### Power grid

Scale bar: 20 µm. Pins as bars on the die edge.
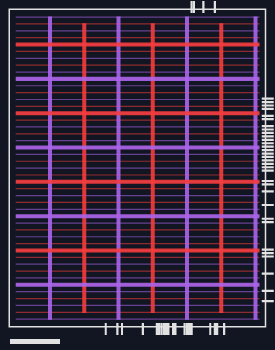
### Cells colored by class

Fill, decap, tap and diode cells in gray.
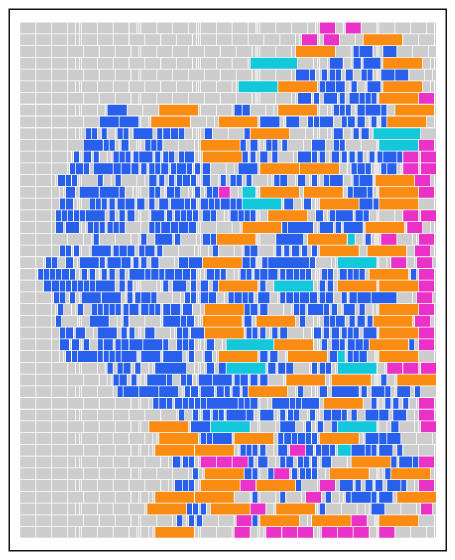
[src/rtl/dial_pkg.sv]
// Shared constants and types for the dial command front-end.
// The ASCII codes, the issued command layout and the sequencer states.
package dial_pkg;

    localparam logic [7:0] ASCII_L  = 8'h4C;
    localparam logic [7:0] ASCII_R  = 8'h52;
    localparam logic [7:0] ASCII_LF = 8'h0A;
    localparam logic [7:0] ASCII_CR = 8'h0D;
    localparam logic [7:0] ASCII_0  = 8'h30;
    localparam logic [7:0] ASCII_9  = 8'h39;

    localparam int ACC_W = 14;

    typedef struct packed {
        logic [6:0] letter;
        logic [9:0] number;
    } dial_cmd_t;

    typedef enum logic [2:0] {
        IDLE,
        NUM,
        SKIP,
        ISSUE,
        GAP,
        DONE
    } seq_state_t;

    function automatic logic is_digit(input logic [7:0] b);
        return (b >= ASCII_0) && (b <= ASCII_9);
    endfunction

endpackage

[src/rtl/dial_cmd_sequencer_dec_accum.sv]
// Decimal digit accumulator for one rotation line: acc = acc*10 + d per step.
// Also exposes the would-be result of the current step so a final digit can issue directly.
module dec_accum
    import dial_pkg::*;
#(
    parameter int MAX_DIGITS = 4,
    parameter int NUM_W      = 10,
    localparam int NDIG_W    = $clog2(MAX_DIGITS + 1)
) (
    input  logic              clk,
    input  logic              reset,
    input  logic              clear_i,
    input  logic              step_i,
    input  logic [3:0]        digit_i,
    output logic [NUM_W-1:0]  value_o,
    output logic [NDIG_W-1:0] ndig_o,
    output logic              bad_o,
    output logic [NUM_W-1:0]  step_value_o,
    output logic              step_bad_o
);

    localparam int PROD_W = ACC_W + 4;
    localparam logic [PROD_W-1:0] LIMIT = PROD_W'((1 << NUM_W) - 1);

    logic [ACC_W-1:0]  acc_q;
    logic [NDIG_W-1:0] ndig_q;
    logic              bad_q;
    logic [PROD_W-1:0] prod;
    logic              full;

    assign full = (ndig_q == NDIG_W'(MAX_DIGITS));
    assign prod = (PROD_W'(acc_q) * PROD_W'(10)) + PROD_W'(digit_i);

    assign step_value_o = prod[NUM_W-1:0];
    assign step_bad_o   = bad_q | full | (prod > LIMIT);

    // Once the digit budget is spent the value is frozen; the line is already bad.
    always_ff @(posedge clk or negedge reset) begin
        if (!reset) begin
            acc_q  <= '0;
            ndig_q <= '0;
            bad_q  <= 1'b0;
        end else if (clear_i) begin
            acc_q  <= '0;
            ndig_q <= '0;
            bad_q  <= 1'b0;
        end else if (step_i) begin
            bad_q <= step_bad_o;
            if (!full) begin
                acc_q  <= prod[ACC_W-1:0];
                ndig_q <= ndig_q + NDIG_W'(1);
            end
        end
    end

    assign value_o = acc_q[NUM_W-1:0];
    assign ndig_o  = ndig_q;
    assign bad_o   = bad_q;

endmodule

[src/rtl/dial_cmd_sequencer.sv]
// Parses an ASCII stream of "L<n>"/"R<n>" lines and issues each as a one-cycle strobe
// with a fixed idle gap, tracking issued/dropped line counts and end-of-stream.
//
// state | meaning
// IDLE  | waiting for a line's first byte (L/R), blank lines ignored
// NUM   | collecting decimal digits until newline
// SKIP  | malformed line, discarding bytes until newline
// ISSUE | strobe cycle for the parsed command
// GAP   | enforced idle cycles between commands
// DONE  | stream finished, sticky until reset
module dial_cmd_sequencer
    import dial_pkg::*;
#(
    parameter int GAP_CYCLES = 2,
    parameter int MAX_DIGITS = 4,
    parameter int NUM_W      = 10
) (
    input  logic        clk,
    input  logic        reset,
    input  logic        in_valid,
    input  logic [7:0]  in_byte,
    input  logic        in_last,
    output logic        in_ready,
    output logic [16:0] dial_data,
    output logic        dial_strobe,
    output logic [15:0] cmd_count,
    output logic [7:0]  err_count,
    output logic        done
);

    localparam int NDIG_W = $clog2(MAX_DIGITS + 1);
    localparam int GAP_W  = (GAP_CYCLES > 1) ? $clog2(GAP_CYCLES) : 1;
    localparam logic [GAP_W-1:0] GAP_LOAD = (GAP_CYCLES > 0) ? GAP_W'(GAP_CYCLES - 1) : '0;

    seq_state_t        state_q, state_d;
    logic [6:0]        letter_q, letter_d;
    logic [GAP_W-1:0]  gap_q, gap_d;
    logic              eos_q, eos_d;

    logic              in_ready_q;
    dial_cmd_t         dial_data_q;
    logic              dial_strobe_q;
    logic [15:0]       cmd_count_q;
    logic [7:0]        err_count_q;
    logic              done_q;

    logic              xfer;
    logic              byte_is_digit;
    logic              acc_clear;
    logic              acc_step;
    logic              err_inc;
    logic              issue;
    logic [NUM_W-1:0]  issue_num;
    dial_cmd_t         issue_cmd;

    logic [NUM_W-1:0]  acc_value;
    logic [NDIG_W-1:0] acc_ndig;
    logic              acc_bad;
    logic [NUM_W-1:0]  step_value;
    logic              step_bad;

    assign xfer          = in_valid & in_ready_q;
    assign byte_is_digit = is_digit(in_byte);

    dec_accum #(
        .MAX_DIGITS (MAX_DIGITS),
        .NUM_W      (NUM_W)
    ) u_dec_accum (
        .clk          (clk),
        .reset        (reset),
        .clear_i      (acc_clear),
        .step_i       (acc_step),
        .digit_i      (in_byte[3:0]),
        .value_o      (acc_value),
        .ndig_o       (acc_ndig),
        .bad_o        (acc_bad),
        .step_value_o (step_value),
        .step_bad_o   (step_bad)
    );

    always_comb begin
        state_d   = state_q;
        letter_d  = letter_q;
        gap_d     = gap_q;
        eos_d     = eos_q | (xfer & in_last);
        acc_clear = 1'b0;
        acc_step  = 1'b0;
        err_inc   = 1'b0;
        issue     = 1'b0;
        issue_num = '0;

        unique case (state_q)
            IDLE: begin
                if (xfer) begin
                    if (in_byte == ASCII_L || in_byte == ASCII_R) begin
                        letter_d  = in_byte[6:0];
                        acc_clear = 1'b1;
                        state_d   = in_last ? DONE : NUM;
                    end else if (in_byte == ASCII_LF || in_byte == ASCII_CR) begin
                        if (in_last) state_d = DONE;
                    end else begin
                        err_inc = 1'b1;
                        state_d = in_last ? DONE : SKIP;
                    end
                end
            end
            NUM: begin
                if (xfer) begin
                    if (byte_is_digit) begin
                        acc_step = 1'b1;
                        // A final digit with no newline closes the line on the spot.
                        if (in_last) begin
                            if (step_bad) begin
                                err_inc = 1'b1;
                                state_d = DONE;
                            end else begin
                                issue     = 1'b1;
                                issue_num = step_value;
                                state_d   = ISSUE;
                            end
                        end
                    end else if (in_byte == ASCII_CR) begin
                        if (in_last) state_d = DONE;
                    end else if (in_byte == ASCII_LF) begin
                        if (acc_ndig == '0 || acc_bad) begin
                            err_inc = 1'b1;
                            state_d = in_last ? DONE : IDLE;
                        end else begin
                            issue     = 1'b1;
                            issue_num = acc_value;
                            state_d   = ISSUE;
                        end
                    end else begin
                        err_inc = 1'b1;
                        state_d = in_last ? DONE : SKIP;
                    end
                end
            end
            SKIP: begin
                if (xfer) begin
                    if (in_last)                  state_d = DONE;
                    else if (in_byte == ASCII_LF) state_d = IDLE;
                end
            end
            ISSUE: begin
                if (GAP_CYCLES > 0) begin
                    gap_d   = GAP_LOAD;
                    state_d = GAP;
                end else begin
                    state_d = eos_q ? DONE : IDLE;
                end
            end
            GAP: begin
                if (gap_q == '0) state_d = eos_q ? DONE : IDLE;
                else             gap_d   = gap_q - GAP_W'(1);
            end
            DONE: begin
                state_d = DONE;
            end
            default: begin
                state_d = IDLE;
            end
        endcase
    end

    always_comb begin
        issue_cmd        = '0;
        issue_cmd.letter = letter_q;
        issue_cmd.number = issue_num;
    end

    // Outputs are registered from the next state so the strobe lands in the ISSUE cycle.
    always_ff @(posedge clk or negedge reset) begin
        if (!reset) begin
            state_q       <= IDLE;
            letter_q      <= '0;
            gap_q         <= '0;
            eos_q         <= 1'b0;
            in_ready_q    <= 1'b0;
            dial_data_q   <= '0;
            dial_strobe_q <= 1'b0;
            cmd_count_q   <= '0;
            err_count_q   <= '0;
            done_q        <= 1'b0;
        end else begin
            state_q       <= state_d;
            letter_q      <= letter_d;
            gap_q         <= gap_d;
            eos_q         <= eos_d;
            in_ready_q    <= (state_d == IDLE) || (state_d == NUM) || (state_d == SKIP);
            dial_strobe_q <= issue;
            dial_data_q   <= issue ? issue_cmd : '0;
            if (issue && cmd_count_q != 16'hFFFF) cmd_count_q <= cmd_count_q + 16'd1;
            if (err_inc && err_count_q != 8'hFF)  err_count_q <= err_count_q + 8'd1;
            done_q        <= (state_d == DONE);
        end
    end

    assign in_ready    = in_ready_q;
    assign dial_data   = dial_data_q;
    assign dial_strobe = dial_strobe_q;
    assign cmd_count   = cmd_count_q;
    assign err_count   = err_count_q;
    assign done        = done_q;

endmodule

[config.mk]
export PLATFORM = sky130hd
export DESIGN_NAME = dial_cmd_sequencer
export DESIGN_NICKNAME = d
export VERILOG_FILES = /design/src/rtl/dial_pkg.sv /design/src/rtl/dial_cmd_sequencer_dec_accum.sv /design/src/rtl/dial_cmd_sequencer.sv
export SDC_FILE = /design/constraint.sdc
export NUM_CORES = 1
export LEC_CHECK = 0
export ABC_AREA = 1
export CORE_ASPECT_RATIO = 1.25
export CORE_MARGIN = 2
export CORE_UTILIZATION = 45
export DETAILED_ROUTE_END_ITERATION = 10
export PLACE_DENSITY = 0.76
export SLEW_MARGIN = 20
export SYNTH_ARGS = -nofsm -noshare
export SYNTH_HDL_FRONTEND = slang
export SYNTH_HIERARCHICAL = 1
export SYNTH_SLANG_ARGS = --single-unit
[constraint.sdc]
create_clock -name clk -period 5.17 [get_ports clk]
set_input_delay 0.517 -clock clk [delete_from_list [all_inputs] [get_ports clk]]
set_output_delay 0.517 -clock clk [all_outputs]
set_load 0.02 [all_outputs]
==> job_summary.md <==
## PnR job results

| Metric | Value |
|---|---|
| Unrepaired setup endpoints after global routing | `false` |
| Psw | `610 µW` |
| CTS Sinks | `roughly 74` |
| Sequential power share | `37.8%` |
| Hold crit path type | `in2async` |
| Outcome | `finished, final reports clean` |
| Post-Place Cells | `about 900` |
| Worst-Skew Late Latency | `~340 ps` |
| DPL Wire Length | `approximately 9 mm` |
| Root Driver | `clkbuf_16` |
| CTS resizes | `0` |
| TritonCTS clock tree | `built` |
| Final hold violation count | `0` |
| First-pass GRT wire length | `~20 mm` |
| CP startpoint | `u_dec_accum/acc_q[1]$_DFFE_PN0P_` |
| Via count | `4615` |
| Pint | `around 1300 µW` |
| Reg clk slew, reported paths | `around 60 ps` |
| Most frequent cell after synthesis | `nand2_1` |
| Nets | `between 800 and 900` |
| Post-CTS Setup Bufs | `0` |
| Die area | `12600 µm²` |
| Total grt overflow | `0` |
Back to the opening pictures, 'Power grid':
Key: red = VDD; purple = VSS
7 straps on met4. 56 signal pins sit on the boundary. 45 met1 rails follow the rows. 8 straps on met5.

Back to the opening pictures, 'Cells colored by class':
Key: orange = flip-flops [cells 74]; blue = all other logic [cells 633]; magenta = other buffers and delay cells [cells 56]; cyan = clock drivers and dummy loads [cells 16]

-- layout make-up --
class | instances | share of cell area, %
clock inverter | 7 | 1.89
sequential | 74 | 29.7
tap | 138 | 2.77
multi-input combinational | 513 | 45.9
timing repair buffer | 56 | 8.90
clock buffer | 9 | 3.61
inverter | 120 | 7.26
-- worst min-delay path by stage --
| stage | cells after the start | end | slack, ps |
|---|---|---|---|
| after floorplan | 0 | cmd_count[0]$_DFFE_PN0P_ | 220 |
| after global placement | 2 | letter_q[6]$_DFFE_PN0P_ | 430 |
| after detailed placement | 2 | eos_q$_DFF_PN0_ | 440 |
| after CTS | 1 | dial_data[16]$_DFF_PN0_ | 350 |
| after global routing | 1 | err_count[5]$_DFFE_PN0P_ | 400 |
| final | 1 | err_count[5]$_DFFE_PN0P_ | 310 |
-- stage by stage --
stage / util [%] / hold slack (ps)
2_1_floorplan: - / 221
3_3_place_gp: 51.0 / 434
3_5_place_dp: 51.0 / 439
4_1_cts: 54.0 / 346
5_1_grt: 54.0 / 401
6_report: 54.0 / 311
-- power groups by stage --
| stage | sequential (µW) | combinational, µW | clock, µW |
|---|---|---|---|
| 6_report | 722 | 479 | 707 |
| 5_1_grt | 733 | 539 | 745 |
| 4_1_cts | 723 | 481 | 719 |
| 3_5_place_dp | 732 | 472 | 0 |
| 3_3_place_gp | 731 | 468 | 0 |
| 2_1_floorplan | 739 | 331 | 0 |
-- per-layer routing --
layer | GRT usage, % | routed length (µm) | vias up | part of all wire, %
met5 | 0 | 0 | - | 0
met4 | 10.4 | 374 | 0 | 3.3
met3 | 1.79 | 376 | 28 | 3.3
met2 | 32.6 | 5750 | 103 | 50
met1 | 24.2 | 4980 | 2105 | 43
li1 | - | - | 2379 | -
Power is estimated from default activity; no workload was simulated.
